$ cat src/rtl/execute_mult_sequencer.sv
// -----------------------------------------------------------------------------
// execute_mult_sequencer
//
// Multi-cycle radix-2 Booth multiplier for the EX stage. It handles MULT and
// MULTU next to the single-cycle ALU. When it accepts a request it freezes
// IF/ID/EX through stall. It then performs one Booth step per clock over
// WIDTH+1-bit operands and presents the 2*WIDTH product on hi/lo.
//
// Parameters
//   WIDTH         operand width; the product is 2*WIDTH bits
//   CNT_W         iteration counter width; 2**CNT_W must exceed WIDTH
//
// Ports
//   clk           rising-edge clock
//   rst           synchronous active-high reset; overrides kill and start
//   start         EX holds a MULT/MULTU
//   signed_op     1 = MULT (signed), 0 = MULTU (unsigned); sampled with start
//   kill          synchronous abort (EX flush)
//   multiplicand  rs operand; sampled with start
//   multiplier    rt operand; sampled with start
//   stall         combinational pipeline freeze
//   busy          registered; high while iterating
//   done          registered one-cycle pulse; hi/lo hold the new product
//   hi, lo        upper and lower halves of the product
// -----------------------------------------------------------------------------
module execute_mult_sequencer #(
    parameter int WIDTH = 32,
    parameter int CNT_W = 6
) (
    input  logic             clk,
    input  logic             rst,
    input  logic             start,
    input  logic             signed_op,
    input  logic             kill,
    input  logic [WIDTH-1:0] multiplicand,
    input  logic [WIDTH-1:0] multiplier,
    output logic             stall,
    output logic             busy,
    output logic             done,
    output logic [WIDTH-1:0] hi,
    output logic [WIDTH-1:0] lo
);

    typedef enum logic [1:0] {
        S_IDLE = 2'd0,
        S_RUN  = 2'd1,
        S_DONE = 2'd2
    } state_t;

    state_t           state_q;
    logic [CNT_W-1:0] count_q;
    logic             busy_q;
    logic             done_q;
    logic [WIDTH-1:0] hi_q;
    logic [WIDTH-1:0] lo_q;

    // Booth datapath: M, Q and the accumulator are all WIDTH+1 bits wide.
    // The extra bit makes MULTU behave as a signed multiply of zero-extended
    // operands.
    logic [WIDTH:0]   m_q;
    logic [WIDTH:0]   q_q;
    logic [WIDTH:0]   acc_q;
    logic             q1_q;

    logic [WIDTH:0]   sum_d;
    logic [WIDTH:0]   acc_d;
    logic [WIDTH:0]   q_d;
    logic             q1_d;
    logic             accept_d;
    logic             last_d;

    // One Booth step: add or subtract M based on {Q[0], q_1}. Then shift
    // {acc, Q, q_1} right arithmetically by one bit.
    always_comb begin
        sum_d = acc_q;
        case ({q_q[0], q1_q})
            2'b01:   sum_d = acc_q + m_q;
            2'b10:   sum_d = acc_q - m_q;
            default: sum_d = acc_q;
        endcase
        acc_d = {sum_d[WIDTH], sum_d[WIDTH:1]};
        q_d   = {sum_d[0], q_q[WIDTH:1]};
        q1_d  = q_q[0];
    end

    // A request is accepted from IDLE or DONE. A kill in the same cycle wins.
    assign accept_d = (state_q != S_RUN) && start && !kill;
    assign last_d   = (count_q == CNT_W'(WIDTH));

    // Stall covers the accept cycle and every RUN cycle. It drops in the DONE
    // cycle so the multiply instruction can retire from EX.
    assign stall = accept_d || ((state_q == S_RUN) && !kill);
    assign busy  = busy_q;
    assign done  = done_q;
    assign hi    = hi_q;
    assign lo    = lo_q;

    // Operand and accumulator registers. These are pure data with no reset.
    // They load on accept and step on every RUN cycle.
    always_ff @(posedge clk) begin
        if (accept_d) begin
            m_q   <= {signed_op & multiplicand[WIDTH-1], multiplicand};
            q_q   <= {signed_op & multiplier[WIDTH-1], multiplier};
            acc_q <= '0;
            q1_q  <= 1'b0;
        end else if (state_q == S_RUN) begin
            acc_q <= acc_d;
            q_q   <= q_d;
            q1_q  <= q1_d;
        end
    end

    // Control FSM with registered busy/done/hi/lo.
    always_ff @(posedge clk) begin
        if (rst) begin
            state_q <= S_IDLE;
            count_q <= '0;
            busy_q  <= 1'b0;
            done_q  <= 1'b0;
            hi_q    <= '0;
            lo_q    <= '0;
        end else begin
            busy_q <= 1'b0;
            done_q <= 1'b0;
            case (state_q)
                S_RUN: begin
                    if (kill) begin
                        state_q <= S_IDLE;
                    end else if (last_d) begin
                        // This is the (WIDTH+1)th step. Capture its shifted
                        // result directly as the product.
                        state_q <= S_DONE;
                        done_q  <= 1'b1;
                        hi_q    <= {acc_d[WIDTH-2:0], q_d[WIDTH]};
                        lo_q    <= q_d[WIDTH-1:0];
                    end else begin
                        busy_q  <= 1'b1;
                        count_q <= count_q + CNT_W'(1);
                    end
                end
                default: begin
                    // IDLE and DONE behave the same way: accept or go idle.
                    if (accept_d) begin
                        state_q <= S_RUN;
                        busy_q  <= 1'b1;
                        count_q <= '0;
                    end else begin
                        state_q <= S_IDLE;
                    end
                end
            endcase
        end
    end

endmodule

$ cat config.mk
export PLATFORM = sky130hd
export DESIGN_NAME = execute_mult_sequencer
export DESIGN_NICKNAME = d
export VERILOG_FILES = /design/src/rtl/execute_mult_sequencer.sv
export SDC_FILE = /design/constraint.sdc
export NUM_CORES = 1
export LEC_CHECK = 0
export ABC_AREA = 1
export CAP_MARGIN = 30
export CORE_MARGIN = 1.5
export CORE_UTILIZATION = 43
export DETAILED_ROUTE_END_ITERATION = 12
export PLACE_DENSITY_LB_ADDON = 0.05
export SETUP_SLACK_MARGIN = 0.5
export SYNTH_ARGS = -nofsm -noshare
export SYNTH_HDL_FRONTEND = slang
export SYNTH_SLANG_ARGS = --single-unit
$ cat constraint.sdc
create_clock -name clk -period 3.21 [get_ports clk]
set_input_delay 0.321 -clock clk [delete_from_list [all_inputs] [get_ports clk]]
set_output_delay 0.321 -clock clk [all_outputs]
set_load 0.05 [all_outputs]
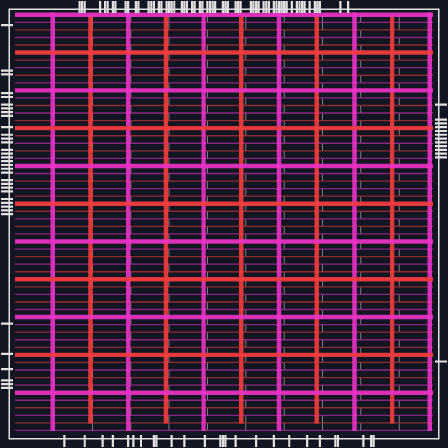
Fig. 1. Supply network.
Pins as bars on the die edge. Tap cells in grey.
- VDD: red
- VSS: magenta
- met5 straps: 11
- signal pins: 136
- tap cells: 285
- met4 straps: 11

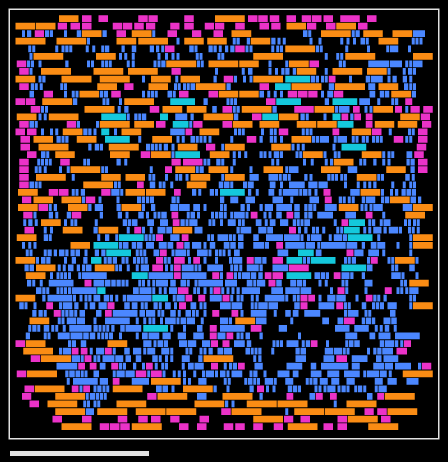
Fig. 2. Placed cells, one colour a class.
Scale bar: 50 um.
- combinational and other logic: blue (cells 1204; share of their area 49%)
- clock drivers and dummy loads: cyan (cells 32; share of their area 4.7%)
- remaining buffers and delay cells: magenta (cells 233; share of their area 16%)
- sequential cells: orange (cells 173; share of their area 30%)

==> notes.org <==
#+TITLE: Implementation results

** Logic synthesis
- Top cells by count, synth :: sky130_fd_sc_hd__nand2_1 (462), sky130_fd_sc_hd__inv_1 (195), sky130_fd_sc_hd__nor2_1 (195)
- Seq share, synth :: 42.04%
- The netlist uses 46 different library cells.
- Summing every instance area after synthesis gives 9811 um^2.
- Looking at the gate-level netlist, the highest instance count belongs to sky130_fd_sc_hd__nand2_1.
- Share of the synthesized area in the top cell type :: 21.83%
- After synthesis, the share of flip-flops with an asynchronous set or reset is 0%.
- In the synthesized netlist the dominant register cell turns out to be sky130_fd_sc_hd__dfxtp_1.
- In the synthesized netlist, the number of instances is 1419.
- Flip-flops with a built-in enable :: 66
- A synthesized cell averages 6.914 um^2.
- Number of cells in the yosys synthesis report :: 1419
- Summed standard-cell area reported by yosys :: 9811 um^2
- Count of warnings emitted by yosys :: 0
- The main area contributors are sky130_fd_sc_hd__dfxtp_1 (22%), sky130_fd_sc_hd__edfxtp_1 (20%), sky130_fd_sc_hd__nand2_1 (18%).

** Clock network
- The clock passes through at most 2 buffers.
- Buffers added to address setup during post-CTS repair amount to 12.
- Per the TritonCTS log, the buffer count is 17.
- Root buffer cell :: sky130_fd_sc_hd__clkbuf_16
- CTS tree :: built
- Clock transition time at the flip-flop clock pins of the worst setup and hold paths :: 80 ps
- TritonCTS Sinks :: 173

** Floorplanning
- Once the floorplan was initialized, standard cells occupied 43.60% of the core.
- After floorplanning, the core was sized to cover 22500 um^2.
- Row cnt :: 55
- According to the floorplan report, the die width is 154.0 um.
- In this run the count of I/O pins placed on the die edge is 136.

** Critical path
- The critical path contains buffers and inverters numbering 3 combined.
- STA lists the startpoint of the worst register-to-register path as m_q[0].
- CP dominant cell by count :: sky130_fd_sc_hd__nand3_1
- Chain of cells forming the critical path :: inv_2 -> ha_4 -> nand2_2 -> nor2_2 -> nand3_2 -> nor2_2 -> nand3_2 -> nor2_4 -> nand2_4 -> nand2_4 -> xor2_4 -> ha_4 -> buf_6 -> a21oi_4 -> o21ai_2 -> nand2_1 -> nand2_2 -> a21oi_4 -> nand3_1 -> nand3_1 -> nand3_1 -> nand2_1 -> inv_1
- STA classifies the critical path startpoint as a flop.
- Largest driver fanout on the critical path :: 3
- STA classifies the critical path endpoint as a flop.
- Register-to-register setup slack :: -20 ps
- By startpoint and endpoint, the worst setup path is classified as flop to flop.
- Worst r2r path cells :: 23
- Kind of cell adding the most delay to the critical path :: simple AND/OR/NAND/NOR gates
- Among all stages on the critical path, the maximum delay recorded is 410 ps.

** Hold path
- The most critical min-delay path falls under input pin to flop.
- Hold analysis lists the worst path endpoint as m_q[2].
- Launch instance of the worst min-delay path :: multiplicand[2]
- The report gives the cell count of the worst hold path as 1.

** STA
- Setup Viol. Count Final :: 2
- Number of pins with negative max-slew slack in the final report :: 0
- Measured slew at the worst slew-check pin :: 690.3 ps
- The critical path in the final layout is reported with a setup slack of -19.90 ps.
- Worst Hold Slack :: 422.0 ps
- In the finished design, the share of the clock period the worst path needs comes to 100.6%.
- For the final routed database, the setup TNS stands at -28.48 ps.
- Derived from the worst setup path, the maximum achievable clock frequency is 309.6 MHz.
- The final timing report lists a hold violation count of 0.
- Checking max transition, the worst relative margin is 53.50%.

** Route
- Number of iterations in the first detailed-routing pass :: 5
- For this sky-water flow run, the detailed-routed wirelength per cell is reported as 15.30 um.
- The script logs the ratio of routed vias to standard cells as 4.901.
- Summing over every cut layer, the via total after detailed routing is 9445.
- After the first detailed-routing iteration, the DRC count stood at 510.

** Layout
- Design area :: 13940 um^2
- Post-synthesis to final-layout area growth :: 42.10%
- Antenna diodes :: 0
- Layout fillers :: 2081
- Nets@finish :: 1735

** Power and ir drop
- The largest part of the power goes to combinational logic.
- Part of the total power dissipated in combinational logic :: 43.7%
- VDD sags by at most 0.3874 mV.
- Combinational power for this build is 3.80 mW.
- In this run, power in the clock network comes to 2.21 mW.

** Placement
- As logged by OpenROAD, the buffers inserted on ports number 135.
- The pre-CTS setup check shows a worst slack of -155.0 ps.
- Global placement routability congestion :: 0.8956

** Run status
- Status :: complete, but fails checks
- The checks that failed: negative setup slack.

** GRT
- Vias in the first global route :: 9075
- Number of antenna violations at the first check in global routing :: 0
- Entering global routing, the biggest net connects 56 pins.

** Run
- Max Cap Viol :: 0
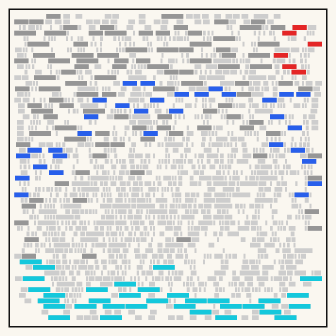
Fig. 3. Register map, names as in the netlist.
Other sequential cells in the stronger grey, the rest of the logic in the fainter grey.
- hi: blue (placed flops 32)
- count_q: red (placed flops 6; where top right)
- m_q: cyan (placed flops 33; where a band across the bottom)
- not coloured: 102
register area: 4124 um^2
post-layout utilization of the core: 61.95%
sequential share of cell area: 29.58%
power of the sequential group: 2.69 mW

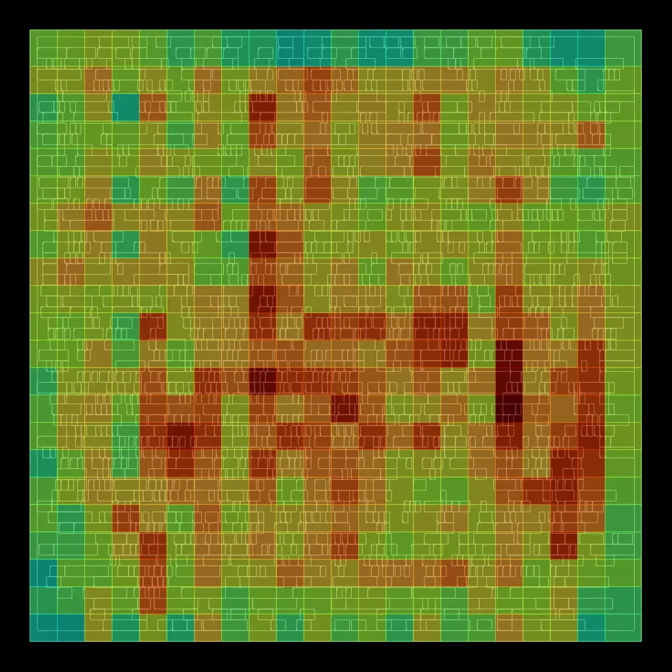
Fig. 4. Track usage over the die.
GR Util met2: 42.38%
GRT Overall Usage: 24.94%
met1 track demand over resource in global routing: 32.72%

-- logic make-up after synthesis --
kind of cell / synth area share, %
AND-OR/OR-AND: 8.417
XOR/XNOR: 3.125
adder cells (fa/ha/maj): 4.795
buffers and inverters: 9.603
flip-flops: 42.04
multiplexers: 0.1020
AND/OR/NAND/NOR: 31.92
-- flip-flops by register name (all words and copies together), names as in the netlist --
signal / cells
acc_q: 32
count_q: 6
hi: 32
done: 1
busy: 1
state_q: 2
q_q: 33
lo: 32
m_q: 33
q1_q: 1
-- routing by layer --
metal  GRT usage, %  wire (um)  up-vias
li1               -          -     4869
met1          32.72      13370     4380
met2          42.38      14440      153
met3          3.664        863       43
met4          7.767        809        0
met5              0          0        -
-- final cells by class --
class                      count  area, um^2  share of cell area (%)
multi-input combinational   1002        5877                   42.16
sequential                   173        4124                   29.58
timing repair buffer         233        2176                   15.61
inverter                     202       773.2                   5.547
clock buffer                  17       425.4                   3.052
tap                          285       356.6                   2.558
clock inverter                15       209.0                   1.499
-- worst max path at each step --
stage	from	cells after the start	end
after global routing	m_q[3]	21	acc_q[29]
after detailed placement	m_q[0]	23	hi[30]
after CTS	m_q[0]	21	acc_q[28]
final	m_q[0]	23	hi[29]
after floorplan	m_q[3]	22	acc_q[31]
after global placement	m_q[0]	23	hi[30]
-- cells in the final DEF, fill, tap and decap left out, types with 48 or more instances in the layout --
cell,count
sky130_fd_sc_hd__edfxtp_1,66
sky130_fd_sc_hd__inv_1,170
sky130_fd_sc_hd__clkdlybuf4s50_1,134
sky130_fd_sc_hd__nand2_1,387
sky130_fd_sc_hd__dfxtp_1,107
sky130_fd_sc_hd__nand3_1,48
sky130_fd_sc_hd__nor2_1,165
sky130_fd_sc_hd__o21ai_0,63
sky130_fd_sc_hd__buf_4,84
sky130_fd_sc_hd__nand2_2,58
Power and IR drop assume default switching activity.
